**Run 1: signal wires on met2**

Scale bar: 20 um.
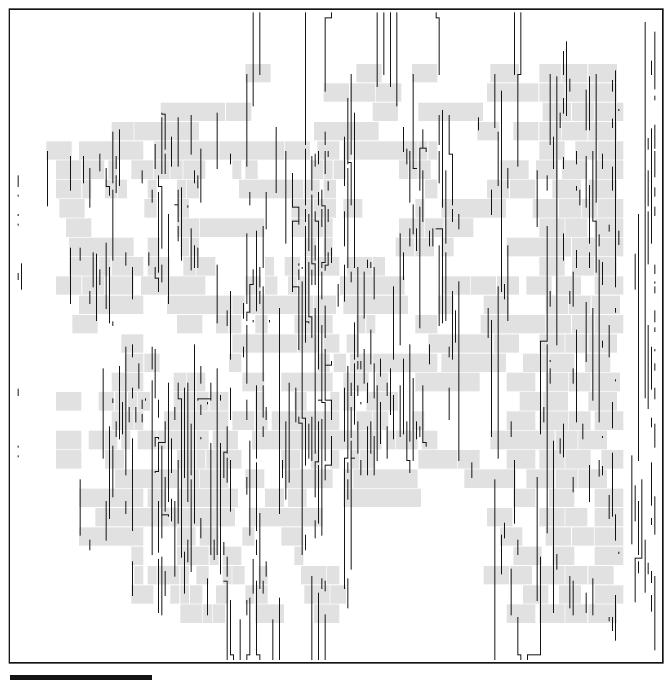
**Run 1: routing congestion**

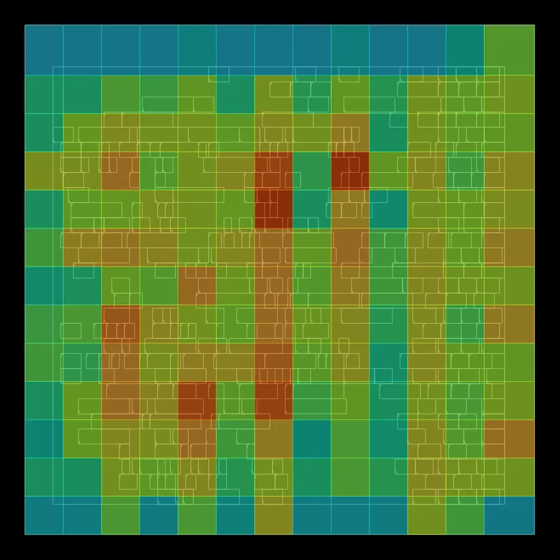
**Run 1: M1 wires**

Scale bar: 20 um. Supply wires on this layer in gray.
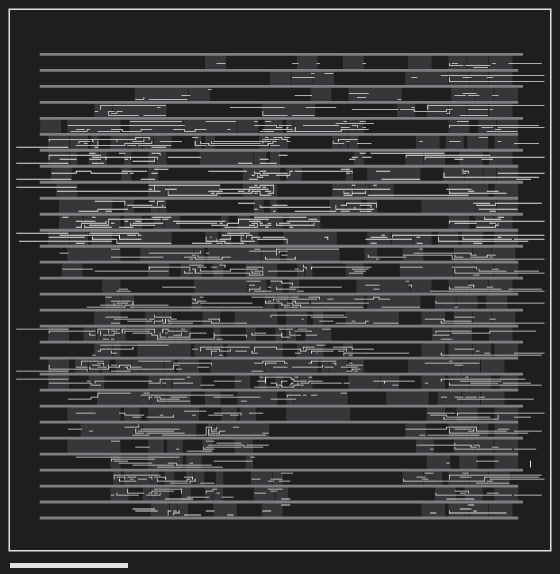
==> src/rtl/ft_pkg.sv <==
// Shared definitions for the triple-core fault-tolerant system.
package ft_pkg;

    // Number of redundant cores; the voter uses the same constant.
    localparam int NUM_CORES = 3;

    // Index of one core (source-core select, etc.).
    typedef logic [$clog2(NUM_CORES)-1:0] core_idx_t;

    // Recovery sequencer states.
    typedef enum logic [2:0] {
        IDLE,
        HALT,
        COPY,
        PC,
        RESUME,
        FAIL
    } state_t;

endpackage

==> src/rtl/copy_engine.sv <==
// Register-file copy engine: walks addresses 0..NUM_REG, reading the source
// core and writing the returned data one cycle later into the faulty core.
module copy_engine #(
    parameter int ADDR_WIDTH = 5,
    parameter int DATA_WIDTH = 32,
    parameter int NUM_CORES  = 3
) (
    input  logic                  clk_i,
    input  logic                  rst_ni,
    input  logic                  i_start,
    input  logic [NUM_CORES-1:0]  i_mask,
    input  logic [DATA_WIDTH-1:0] i_rdata,
    output logic [ADDR_WIDTH-1:0] o_raddr,
    output logic [NUM_CORES-1:0]  o_we,
    output logic [ADDR_WIDTH-1:0] o_waddr,
    output logic [DATA_WIDTH-1:0] o_wdata,
    output logic                  o_done
);

    localparam int NUM_REG = 2 ** ADDR_WIDTH;
    localparam int IDX_W   = ADDR_WIDTH + 1;
    localparam logic [IDX_W-1:0] IDX_LAST = IDX_W'(NUM_REG);

    logic             r_active;
    logic [IDX_W-1:0] r_idx;
    logic             w_rd_phase;
    logic             w_wr_phase;

    // Address counter: runs 0..NUM_REG once per start, then parks.
    always_ff @(posedge clk_i or negedge rst_ni) begin
        if (!rst_ni) begin
            r_active <= 1'b0;
            r_idx    <= '0;
        end else if (i_start) begin
            r_active <= 1'b1;
            r_idx    <= '0;
        end else if (r_active) begin
            if (r_idx == IDX_LAST) begin
                r_active <= 1'b0;
                r_idx    <= '0;
            end else begin
                r_idx <= r_idx + IDX_W'(1);
            end
        end
    end

    // Reads cover indices 0..NUM_REG-1; writes trail by one cycle and
    // cover indices 1..NUM_REG, so data returned for address i-1 lands now.
    assign w_rd_phase = r_active && (r_idx != IDX_LAST);
    assign w_wr_phase = r_active && (r_idx != '0);

    assign o_raddr = w_rd_phase ? r_idx[ADDR_WIDTH-1:0] : '0;
    assign o_we    = w_wr_phase ? i_mask : '0;
    assign o_waddr = w_wr_phase ? ADDR_WIDTH'(r_idx - IDX_W'(1)) : '0;
    assign o_wdata = w_wr_phase ? i_rdata : '0;
    assign o_done  = r_active && (r_idx == IDX_LAST);

endmodule

==> src/rtl/recovery_sequencer.sv <==
// Recovery sequencer: on a voter mismatch, halts all cores, copies the
// register file from a healthy core into the faulty one, triggers the PC
// copy and resumes. Unrecoverable conditions latch a sticky failure flag.
module recovery_sequencer #(
    parameter int ADDR_WIDTH   = 5,
    parameter int DATA_WIDTH   = 32,
    parameter int NUM_CORES    = ft_pkg::NUM_CORES,
    parameter int HALT_TIMEOUT = 16
) (
    input  logic                         clk_i,
    input  logic                         rst_ni,
    input  logic                         error_i,
    input  logic [NUM_CORES-1:0]         faulty_i,
    input  logic [NUM_CORES-1:0]         halted_i,
    output logic [NUM_CORES-1:0]         halt_o,
    output logic [$clog2(NUM_CORES)-1:0] rf_rsel_o,
    output logic [ADDR_WIDTH-1:0]        rf_raddr_o,
    input  logic [DATA_WIDTH-1:0]        rf_rdata_i,
    output logic [NUM_CORES-1:0]         rf_we_o,
    output logic [ADDR_WIDTH-1:0]        rf_waddr_o,
    output logic [DATA_WIDTH-1:0]        rf_wdata_o,
    output logic                         pc_copy_o,
    output logic                         resume_o,
    output logic                         busy_o,
    output logic                         fail_o,
    output logic [7:0]                   recoveries_o
);

    localparam int SEL_W  = $clog2(NUM_CORES);
    localparam int WAIT_W = $clog2(HALT_TIMEOUT);
    localparam logic [WAIT_W-1:0] WAIT_LAST = WAIT_W'(HALT_TIMEOUT - 1);

    // True when exactly one core is flagged.
    function automatic logic f_onehot(input logic [NUM_CORES-1:0] v);
        return (v != '0) && ((v & (v - NUM_CORES'(1))) == '0);
    endfunction

    // Lowest-index core that is not flagged as faulty.
    function automatic logic [SEL_W-1:0] f_source(input logic [NUM_CORES-1:0] v);
        logic [SEL_W-1:0] src;
        src = '0;
        for (int c = NUM_CORES - 1; c >= 0; c--) begin
            if (!v[c]) src = SEL_W'(c);
        end
        return src;
    endfunction

    ft_pkg::state_t        r_state;
    logic [NUM_CORES-1:0]  r_fault;
    logic [SEL_W-1:0]      r_rsel;
    logic [WAIT_W-1:0]     r_wait;
    logic [NUM_CORES-1:0]  r_halt;
    logic                  r_pc_copy;
    logic                  r_resume;
    logic                  r_busy;
    logic                  r_fail;
    logic [7:0]            r_recoveries;

    logic                  w_all_halted;
    logic                  w_copy_start;
    logic                  w_copy_done;

    assign w_all_halted = &halted_i;
    assign w_copy_start = (r_state == ft_pkg::HALT) && w_all_halted;

    // Recovery FSM with registered outputs, halt timeout and recovery count.
    always_ff @(posedge clk_i or negedge rst_ni) begin
        if (!rst_ni) begin
            r_state      <= ft_pkg::IDLE;
            r_fault      <= '0;
            r_rsel       <= '0;
            r_wait       <= '0;
            r_halt       <= '0;
            r_pc_copy    <= 1'b0;
            r_resume     <= 1'b0;
            r_busy       <= 1'b0;
            r_fail       <= 1'b0;
            r_recoveries <= '0;
        end else begin
            case (r_state)
                ft_pkg::IDLE: begin
                    if (error_i) begin
                        r_halt <= '1;
                        if (f_onehot(faulty_i)) begin
                            r_state <= ft_pkg::HALT;
                            r_fault <= faulty_i;
                            r_rsel  <= f_source(faulty_i);
                            r_wait  <= '0;
                            r_busy  <= 1'b1;
                        end else begin
                            r_state <= ft_pkg::FAIL;
                            r_fail  <= 1'b1;
                        end
                    end
                end
                ft_pkg::HALT: begin
                    if (w_all_halted) begin
                        r_state <= ft_pkg::COPY;
                    end else if (r_wait == WAIT_LAST) begin
                        r_state <= ft_pkg::FAIL;
                        r_busy  <= 1'b0;
                        r_fail  <= 1'b1;
                    end else begin
                        r_wait <= r_wait + WAIT_W'(1);
                    end
                end
                ft_pkg::COPY: begin
                    if (w_copy_done) begin
                        r_state   <= ft_pkg::PC;
                        r_pc_copy <= 1'b1;
                    end
                end
                ft_pkg::PC: begin
                    r_state   <= ft_pkg::RESUME;
                    r_pc_copy <= 1'b0;
                    r_resume  <= 1'b1;
                    r_halt    <= '0;
                end
                ft_pkg::RESUME: begin
                    r_state  <= ft_pkg::IDLE;
                    r_resume <= 1'b0;
                    r_busy   <= 1'b0;
                    if (r_recoveries != 8'hFF) begin
                        r_recoveries <= r_recoveries + 8'd1;
                    end
                end
                default: begin
                    // FAIL: parked with cores halted until reset.
                    r_state   <= ft_pkg::FAIL;
                    r_halt    <= '1;
                    r_pc_copy <= 1'b0;
                    r_resume  <= 1'b0;
                    r_busy    <= 1'b0;
                    r_fail    <= 1'b1;
                end
            endcase
        end
    end

    copy_engine #(
        .ADDR_WIDTH (ADDR_WIDTH),
        .DATA_WIDTH (DATA_WIDTH),
        .NUM_CORES  (NUM_CORES)
    ) u_copy_engine (
        .clk_i   (clk_i),
        .rst_ni  (rst_ni),
        .i_start (w_copy_start),
        .i_mask  (r_fault),
        .i_rdata (rf_rdata_i),
        .o_raddr (rf_raddr_o),
        .o_we    (rf_we_o),
        .o_waddr (rf_waddr_o),
        .o_wdata (rf_wdata_o),
        .o_done  (w_copy_done)
    );

    assign halt_o       = r_halt;
    assign rf_rsel_o    = r_rsel;
    assign pc_copy_o    = r_pc_copy;
    assign resume_o     = r_resume;
    assign busy_o       = r_busy;
    assign fail_o       = r_fail;
    assign recoveries_o = r_recoveries;

endmodule

==> config.mk <==
export PLATFORM = sky130hd
export DESIGN_NAME = recovery_sequencer
export DESIGN_NICKNAME = d
export VERILOG_FILES = /design/src/rtl/ft_pkg.sv /design/src/rtl/copy_engine.sv /design/src/rtl/recovery_sequencer.sv
export SDC_FILE = /design/constraint.sdc
export NUM_CORES = 1
export LEC_CHECK = 0
export ABC_CLOCK_PERIOD_IN_PS = 2600
export CAP_MARGIN = 10
export CORE_MARGIN = 5
export CORE_UTILIZATION = 30
export CTS_BUF_LIST = sky130_fd_sc_hd__clkbuf_2
export CTS_CLUSTER_SIZE = 40
export DETAILED_ROUTE_END_ITERATION = 8
export PLACE_DENSITY = 0.65
export RECOVER_POWER = 25
export SYNTH_ARGS = -nofsm -noshare
export SYNTH_HDL_FRONTEND = slang
export SYNTH_SLANG_ARGS = --single-unit
==> constraint.sdc <==
create_clock -name clk_i -period 2.6 [get_ports clk_i]
set_input_delay 0.52 -clock clk_i [delete_from_list [all_inputs] [get_ports clk_i]]
set_output_delay 0.52 -clock clk_i [all_outputs]
set_load 0.03 [all_outputs]
==> run notes, run 1 <==
The synthesis and PnR run went through. Switching component of the power landed at 2.27 mW. Per the synth stats, the flop cell with the highest instance count is dfrtp_1. Proportion of total power due to net switching landed at 46.3%.

For reference, the final report shows the hold violation count at 0. Routability-driven placement finished with a final weighted congestion of 0.750. The floorplan has 29 rows.

Required arrival time at the worst endpoint landed at 2.08 ns. The multi-input combinational cells in the finished layout cover a total of 1250 um2. The clock buffers instantiated in the layout total 5. The die covers 8440 um2. Effective utilization at floorplan landed at 31.3%.

Looking at area per cell type in the netlist, the leader is dfrtp_1. In this run the layout overhead on the synthesized area is reported as 74.9%. After layout the clock buffers and inverters come to 1.78% of cell area. After layout, the inverter instance count without clock inverters stands at 6. Worst-skew pair later-pin latency landed at 0.38 ns. Ratio of total power to cell area landed at 1390 nW/um2. The synth_stat.txt file lists the number of cells as 228. Total number of nets in the final design landed at 391.

Final cell utilization of the core landed at 54.7%. In the synthesized netlist, mux cells make up 2.18% of the area. The detailed router put a total of 2.86 mm of wire on met1. Actual slew at the worst max-slew pin landed at 1.76 ns. Cell area reported after detailed placement landed at 3110 um2.

Internal power consumption landed at 2.63 mW. Routed length per placed instance landed at 14.9 um. 177 cells are multi-input combinational gates. Routed signal wires occupy layers up through met4. The number of gates resized after CTS was 33. Summed over all failing endpoints, the final setup total negative slack is 0 ns. Once placement completed, the tool counted placed cells totaling 409. In the layout the commonest cells are clkdlybuf4s50_1 (59), buf_6 (35), and2_4 (34). Number of max-cap violations landed at 1. After synthesis the cells add up to 2010 um2. The cell-mix breakdown from Yosys lists the adder-cell area share as 3.11%. For this run, the slowest stage of the critical path takes 0.48 ns. Pin placement for this block handled 103 I/O pins.

Setup repair after global routing could not meet its margin everywhere. Number of fillers in the final layout landed at 535. The completed layout was analyzed and its total power is 4.89 mW. Per the hold report, the tightest min-delay path originates at rf_rsel_o[1]. Clock input transition at the sequential cells of the worst setup and hold paths landed at 0.17 ns. Number of global-route vias before repair landed at 1943.

The critical path starts at u_copy_engine.r_idx[1]. Of the total power, combinational logic draws 76.2%. Number of buffers between clock root and the deepest sink landed at 2. Number of max-slew violations in the final report landed at 33. Once detail routing completed, the nets flagged for antenna violations numbered 0. OpenROAD reports that the post-layout worst path occupies 96.8% of the period. Derived from the worst setup path, the maximum achievable clock frequency is 0.397 GHz. Number of clock sinks seen by CTS landed at 32. Total wire length after detailed routing landed at 6.32 mm. Share of cells above drive strength 1 landed at 33.5%. By area the synthesized netlist is led by dfrtp_1 (40%), and2_1 (12%), nand2_1 (3.9%). Entering global routing, the biggest net connects 36 pins. The flow ran to the end, but the final reports show violations. The path with the worst hold slack has its endpoint at rf_rsel_o[1]. CTS built an H-tree with a depth of 2.

Total tool warning count landed at 30. Share of cell area taken by multi-input logic gates landed at 35.4%. Number of endpoints failing setup at the final stage landed at 0. The worst register-to-register path has a setup slack of 0.60 ns.

Sequential cell power landed at 0.829 mW. Met2 wire length landed at 2.97 mm. For this run the detailed placement stage logged an HPWL of 4.64 mm. Before antenna repair, the detailed router went through 4 iterations. Post-synthesis instance total landed at 228. The largest share of the power goes to combinational cells.

The worst register-to-register path begins at u_copy_engine.r_idx[1]. Non-clock buffering takes up 36.6% of total cell area after layout. STA classifies the critical path startpoint as a flop. Share of the synthesized area in the top cell type landed at 39.8%. Of the total standard cell area in the layout, the sequential portion is 22.8%. Number of cells on the worst reg-to-reg path landed at 7. Clock group power landed at 0.335 mW. Yosys printed 0 warnings. Across the placement rows, the number of tap cells is 77.

Summing the areas of all compound-gate instances in the mapped netlist gives 14.7% of the synthesized area. Setup slack on the worst path after placement came out at 0.0247 ns. Per the post-synthesis stats, the area per cell is 8.82 um2. The type recorded for the worst min-delay path is flop to flop. Number of stages on the worst hold path landed at 1.

Cell count along the critical path landed at 6. The number of clock buffers added by TritonCTS is 5. The biggest slice of the area belongs to non-clock buffers.

Clock skew after layout landed at 0.0302 ns. Number of antenna violations at the first check in global routing landed at 0. The capture point of the worst register-to-register path is recorded as u_copy_engine.r_idx[4]. The arrival time of data at the worst endpoint is listed as 2.00 ns. Sorting the synthesis cell report by count puts at the top and2_1. In this run, post-CTS hold repair placed 0 buffers. Height of the die landed at 91.9 um. TritonCTS built the clock tree. Excluding fillers, the count of instances in the completed layout stands at 423. The checks that failed: capacitance limit, slew limit.

The register with the most flip-flops in the layout has 8 of them. Counting only logic cells after layout, the most numerous master is clkdlybuf4s50_1. The synthesis report gives the async set-or-reset register share as 100%. Across all layers, the routed design uses 2047 vias. On the critical path the largest part of the delay comes from simple AND/OR/NAND/NOR gates.

Counting flops with a built-in enable in the synthesized netlist gives 0. Core area landed at 6420 um2. The repair_antennas step left the layout with diodes totalling 0. Peak fanout along the critical path landed at 3. After layout, the minimum clock period comes to 2.52 ns.

Post-route worst setup slack landed at 0.0836 ns. Part of the power in the clock network landed at 6.9%. Tightest slew margin relative to the limit landed at -17.1%.
About 'signal wires on met2':
nets with wire on the layer: 323
wire length on this layer: 2970 um
share of all routed wire: 47%

About 'routing congestion':
GR Util met3: 4.17%
met1 track utilization from global routing: 18.4%
global route hottest layer: met2
Overall Global Routing Usage: 14.1%
met2 layer usage reported by global route: 23.4%

About 'M1 wires':
longest straight run: 25.8 um
nets with wire on the layer: 355
share of all routed wire: 45%
main direction: horizontal

==> run 2, diff against run 1 <==
--- a/config.mk
+++ b/config.mk
@@ -10,6 +10,7 @@
 export CORE_MARGIN = 5
 export CORE_UTILIZATION = 30
 export CTS_BUF_LIST = sky130_fd_sc_hd__clkbuf_2
+export CTS_CLUSTER_DIAMETER = 50
 export CTS_CLUSTER_SIZE = 40
 export DETAILED_ROUTE_END_ITERATION = 8
 export PLACE_DENSITY = 0.65
==> run 2 against run 1 <==
The run still ends with capacitance limit, slew limit left. Cell count stayed put. Critical path depth is the same. Clock-buffer cell count stayed put. Worst setup slack stayed put. Critical endpoint unchanged. Combinational power is essentially flat. Power did not move. Via count did not move.
==> run notes, run 2 <==
The synthesis and PnR run went through. Result of the run: finished, violations left (unchanged). Failing checks: capacitance limit, slew limit (unchanged). The number of flip-flops in the largest register was 8 (unchanged).

Number of global-route vias before repair landed at 1943 (unchanged). The placed instance count came to 409 (unchanged). Worst slack at placement landed at 0.0247 ns (unchanged).

Sequential cell power landed at 0.829 mW (about the same). Proportion of synthesized flip-flops having asynchronous set or reset landed at 100% (unchanged). Top-level port count landed at 103 (unchanged). Largest cells by area after synthesis: dfrtp_1 (40%), and2_1 (12%), nand2_1 (3.9%) (unchanged).

The final total negative setup slack is 0 ns (unchanged). Post-route worst setup slack landed at 0.0836 ns (unchanged). The number of CTS-inserted buffers is 5 (unchanged). The dominant register cell in the synthesized netlist is dfrtp_1 (unchanged). The height of the die was 91.9 um (unchanged). Proportion of total power due to net switching landed at 46.3% (unchanged).

The biggest area consumer among cell classes is non-clock buffers (unchanged). The worst flop-to-flop path endpoint is u_copy_engine.r_idx[4] (unchanged). Total tool warning count landed at 30 (unchanged). Share of cells above drive strength 1 landed at 33.5% (unchanged). Switching component of the power landed at 2.27 mW (unchanged). Ratio of total power to cell area landed at 1390 nW/um2 (unchanged).

Cell area reported after detailed placement landed at 3110 um2 (unchanged). The pin count of the biggest net entering global routing came to 36 (unchanged). The type of the most critical hold path is flop to flop (unchanged). The relative area of clock buffers and inverters in the final design was 1.78% (unchanged).

Clock input transition at the sequential cells of the worst setup and hold paths landed at 0.17 ns (about the same). The global-route met1 utilization was 18.4% (unchanged). Count of multi-input gates landed at 177 (unchanged). Cell count along the critical path landed at 6 (unchanged).

The routed via count was 2047 (unchanged). Count of hold-fix buffers inserted at cts landed at 0 (unchanged). The total power of the final layout came to 4.89 mW (unchanged). Final count of hold timing violations landed at 0 (unchanged). Global routing usage on met3 landed at 4.17% (unchanged). Number of tap cells added at floorplan landed at 77 (unchanged). The routability congestion estimate from global placement came to 0.750 (unchanged). Logic area landed at 1250 um2 (unchanged). The stage delay of the slowest cell on the critical path is 0.48 ns (about the same). Adder-cell share of the synthesized area landed at 3.11% (unchanged). The sequential share of cell area was 22.8% (unchanged). Number of antenna violations at the first check in global routing landed at 0 (unchanged).

The most instantiated logic cell after routing is clkdlybuf4s50_1 (unchanged). Total number of yosys warnings landed at 0 (unchanged). The startpoint of the tightest hold check path is rf_rsel_o[1] (unchanged). The post-layout minimum cycle time was 2.52 ns (unchanged).

The layout buffering overhead excluding clock cells was 36.6% (unchanged). The global routing's busiest layer is met2 (unchanged). The cell type with the highest aggregate area in the netlist was dfrtp_1 (unchanged). Clock group power landed at 0.335 mW (about the same). The cell count in the Yosys report was 228 (unchanged). The number of instances resized during post-cts repair was 33 (unchanged).

The tightest slew margin relative to the limit is -17.1% (unchanged). Number of max-slew violations in the final report landed at 33 (unchanged). The number of endpoints failing setup at the final stage came to 0 (unchanged). The overall chip area came to 8440 um2 (unchanged). The peak fanout along the critical path is 3 (unchanged).

The number of max-cap violations came to 1 (unchanged). The startpoint of the lowest-slack register-to-register path is u_copy_engine.r_idx[1] (unchanged). The dominant power group is combinational cells (unchanged). Number of rows created at floorplan landed at 29 (unchanged).

Count of inserted antenna diode cells landed at 0 (unchanged). The wire length the detailed router placed on met1 is 2.86 mm (unchanged). The routed length per placed instance came to 14.9 um (unchanged). Final period utilization landed at 96.8% (unchanged). The share of the synthesized area in the top cell type was 39.8% (unchanged). Number of stages on the worst hold path landed at 1 (unchanged). Post-synthesis instance total landed at 228 (unchanged). The setup slack of the worst register-to-register path was 0.60 ns (about the same). The first-pass detailed-route iteration total was 4 (unchanged).
**Run 2: M1 wires**

Scale bar: 20 um. Supply wires on this layer in gray.
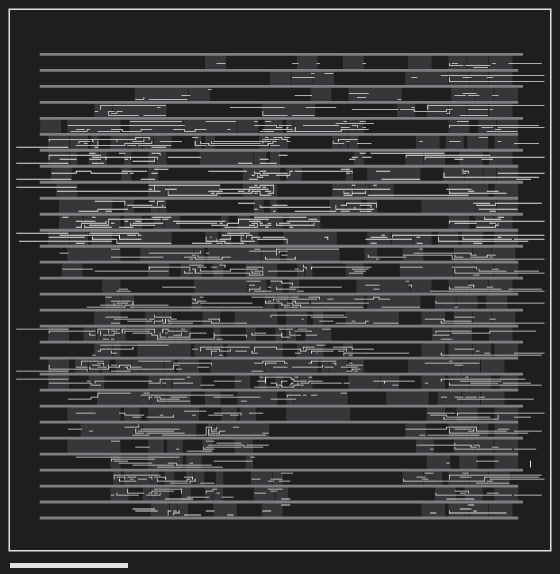
nets with wire on the layer: 355
share of all routed wire: 45%
longest straight run: 25.8 um
main direction: horizontal

==> run 3, diff against run 2 <==
--- a/config.mk
+++ b/config.mk
@@ -15,6 +15,7 @@
 export DETAILED_ROUTE_END_ITERATION = 8
 export PLACE_DENSITY = 0.65
 export RECOVER_POWER = 25
+export SKIP_CTS_REPAIR_TIMING = 1
 export SYNTH_ARGS = -nofsm -noshare
 export SYNTH_HDL_FRONTEND = slang
 export SYNTH_SLANG_ARGS = --single-unit
**Run 3: routing congestion**

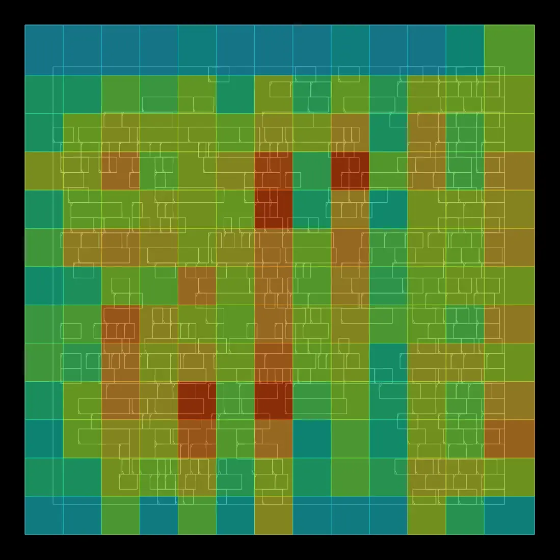
final design utilization: 54.2%
met2 layer usage reported by global route: 23.2%
Overall Global Routing Usage: 14.0%
mean routed wirelength per cell: 15.0 um

==> run 3 against run 2 <==
Critical endpoint is now rf_wdata_o[6]. The flow still finishes with violations (capacitance limit, slew limit). Register-to-register slack barely moved. Design area down 1.0%. Sequential share of layout area rose by 0.23 points. Global-route usage is 0.10 points lower. Critical path type unchanged. Clock skew up 0.00068 ns. Clock power about the same.
==> run notes, run 3 <==
The synthesis and PnR run went through. The number of antenna violations at the first check in global routing is 0 (unchanged). The combinational share of power came to 75.8% (was 76.2%). The sequential cell power came to 0.830 mW (was 0.829 mW). Failing checks: capacitance limit, slew limit (unchanged). The clock tree from TritonCTS was built (unchanged). The met2 wire length was 3.06 mm (was 2.97 mm). Result of the run: finished, violations left (unchanged). The top-level port count came to 103 (unchanged). Average cell area after synthesis landed at 8.82 um2 (unchanged). Total wire length after detailed routing landed at 6.36 mm (was 6.32 mm). The clock input transition at the sequential cells of the worst setup and hold paths came to 0.17 ns (about the same). Number of flip-flops in the largest register landed at 8 (unchanged). The pin count of the biggest net entering global routing was 36 (unchanged). Total number of yosys warnings landed at 0 (unchanged). The kind of cell with the highest combined delay on the critical path was buffers and inverters (was simple AND/OR/NAND/NOR gates). The type of the most critical hold path is flop to flop (unchanged). The data arrival time of the worst path is 2.01 ns (was 2.00 ns).

The clock group power came to 0.334 mW (was 0.335 mW). The biggest area consumer among cell classes is non-clock buffers (unchanged). The topmost layer with routed signal wires is met4 (unchanged).

Effective utilization at floorplan landed at 31.3% (unchanged). Share of cells above drive strength 1 landed at 30.6% (was 33.5%). The first-pass detailed-route iteration total came to 5 (was 4). Largest cells by area after synthesis: dfrtp_1 (40%), and2_1 (12%), nand2_1 (3.9%) (unchanged). The worst hold path endpoint is rf_rsel_o[1] (unchanged). The final count of hold timing violations is 0 (unchanged).

Layout buffering overhead excluding clock cells landed at 36.6% (about the same). The worst-skew pair later-pin latency is 0.38 ns (about the same). Count of library flops with an enable pin landed at 0 (unchanged). The H-tree depth was 2 (unchanged). The mux share of post-synthesis cell area came to 2.18% (unchanged). The peak fanout along the critical path is 9 (was 3). Leading cell types in the layout, fill and taps excluded: clkdlybuf4s50_1 (59), buf_6 (36), dfrtp_1 (32) (was clkdlybuf4s50_1 (59), buf_6 (35), and2_4 (34)).

The library cell contributing the largest single delay on the critical path is dfrtp_1 (was or4b_4). The final period utilization is 97.5% (was 96.8%). The dominant register cell in the synthesized netlist was dfrtp_1 (unchanged). The tightest slew margin relative to the limit is -17.0% (was -17.1%). The global routing usage on met3 is 4.17% (unchanged). Internal power consumption landed at 2.56 mW (was 2.63 mW). Ratio of total power to cell area landed at 1380 nW/um2 (was 1390 nW/um2). The compound-cell area share of the yosys netlist was 14.7% (unchanged). Cell area reported after detailed placement landed at 3110 um2 (unchanged). The number of stages on the worst hold path is 1 (unchanged). The startpoint of the tightest hold check path is rf_rsel_o[1] (unchanged). The actual slew at the worst max-slew pin is 1.76 ns (about the same).

The clock skew after layout was 0.0309 ns (was 0.0302 ns). Number of global-route vias before repair landed at 1932 (was 1943). The cell count along the critical path was 8 (was 6). Proportion of synthesized flip-flops having asynchronous set or reset landed at 100% (unchanged). Number of fillers in the final layout landed at 544 (was 535). Proportion of total power due to net switching landed at 46.9% (was 46.3%). Count of multi-input gates landed at 177 (unchanged). The number of cells on the worst reg-to-reg path was 7 (unchanged).

The dominant power group is combinational cells (unchanged). Count of inserted antenna diode cells landed at 0 (unchanged). Switching component of the power landed at 2.26 mW (was 2.27 mW).

Post-synthesis instance total landed at 228 (unchanged). The number of rows created at floorplan was 29 (unchanged). The total power of the final layout was 4.81 mW (was 4.89 mW). The required arrival time at the worst endpoint is 2.08 ns (about the same). Clock tree buffer count of the final layout landed at 5 (unchanged). Share of cell area taken by multi-input logic gates landed at 35.2% (was 35.4%). Wire length the detailed router placed on met1 landed at 2.85 mm (was 2.86 mm). The logic area was 1220 um2 (was 1250 um2). The placed instance count came to 409 (unchanged).

The nature of the critical path startpoint was a flop (unchanged). Final cell count without fillers landed at 423 (unchanged). The placed wire-length estimate after detailed placement is 4.64 mm (unchanged). The number of buffers between clock root and the deepest sink was 2 (unchanged).

Routability congestion estimate from global placement landed at 0.750 (unchanged). Relative area of clock buffers and inverters in the final design landed at 1.80% (was 1.78%). Routed via count landed at 2065 (was 2047). The post-route worst setup slack is 0.0661 ns (was 0.0836 ns). Overall chip area landed at 8440 um2 (unchanged).

Post-layout minimum cycle time landed at 2.53 ns (was 2.52 ns). Core area landed at 6420 um2 (unchanged). The width of the chip is 91.9 um (unchanged). The origin of the worst setup path is u_copy_engine.r_idx[2] (was u_copy_engine.r_idx[1]). The most instantiated logic cell after routing is clkdlybuf4s50_1 (unchanged). The worst flop-to-flop path endpoint was u_copy_engine.r_idx[4] (unchanged). Inverter count landed at 6 (unchanged). The growth of design area from synthesis to finish was 73.1% (was 74.9%).

Sequential share of cell area landed at 23.0% (was 22.8%). Setup slack of the worst register-to-register path landed at 0.60 ns (about the same). Number of max-slew violations in the final report landed at 33 (unchanged). Height of the die landed at 91.9 um (unchanged). Part of the power in the clock network landed at 6.9% (about the same). Fmax landed at 0.395 GHz (was 0.397 GHz). The number of max-cap violations was 1 (unchanged). The final antenna-violating net count came to 0 (unchanged). Adder-cell share of the synthesized area landed at 3.11% (unchanged). The number of endpoints failing setup at the final stage came to 0 (unchanged).

Global-route met1 utilization landed at 18.3% (was 18.4%). RSZ-0062 raised after global routing: yes (unchanged). Final total negative setup slack landed at 0 ns (unchanged). Cell count in the Yosys report landed at 228 (unchanged). The global routing's busiest layer was met2 (unchanged). The number of tap cells added at floorplan was 77 (unchanged). DRC violation count after routing landed at 0 (unchanged). Number of CTS-inserted buffers landed at 5 (unchanged).
Power figures rest on the tool's default switching activity, not on a simulated workload.
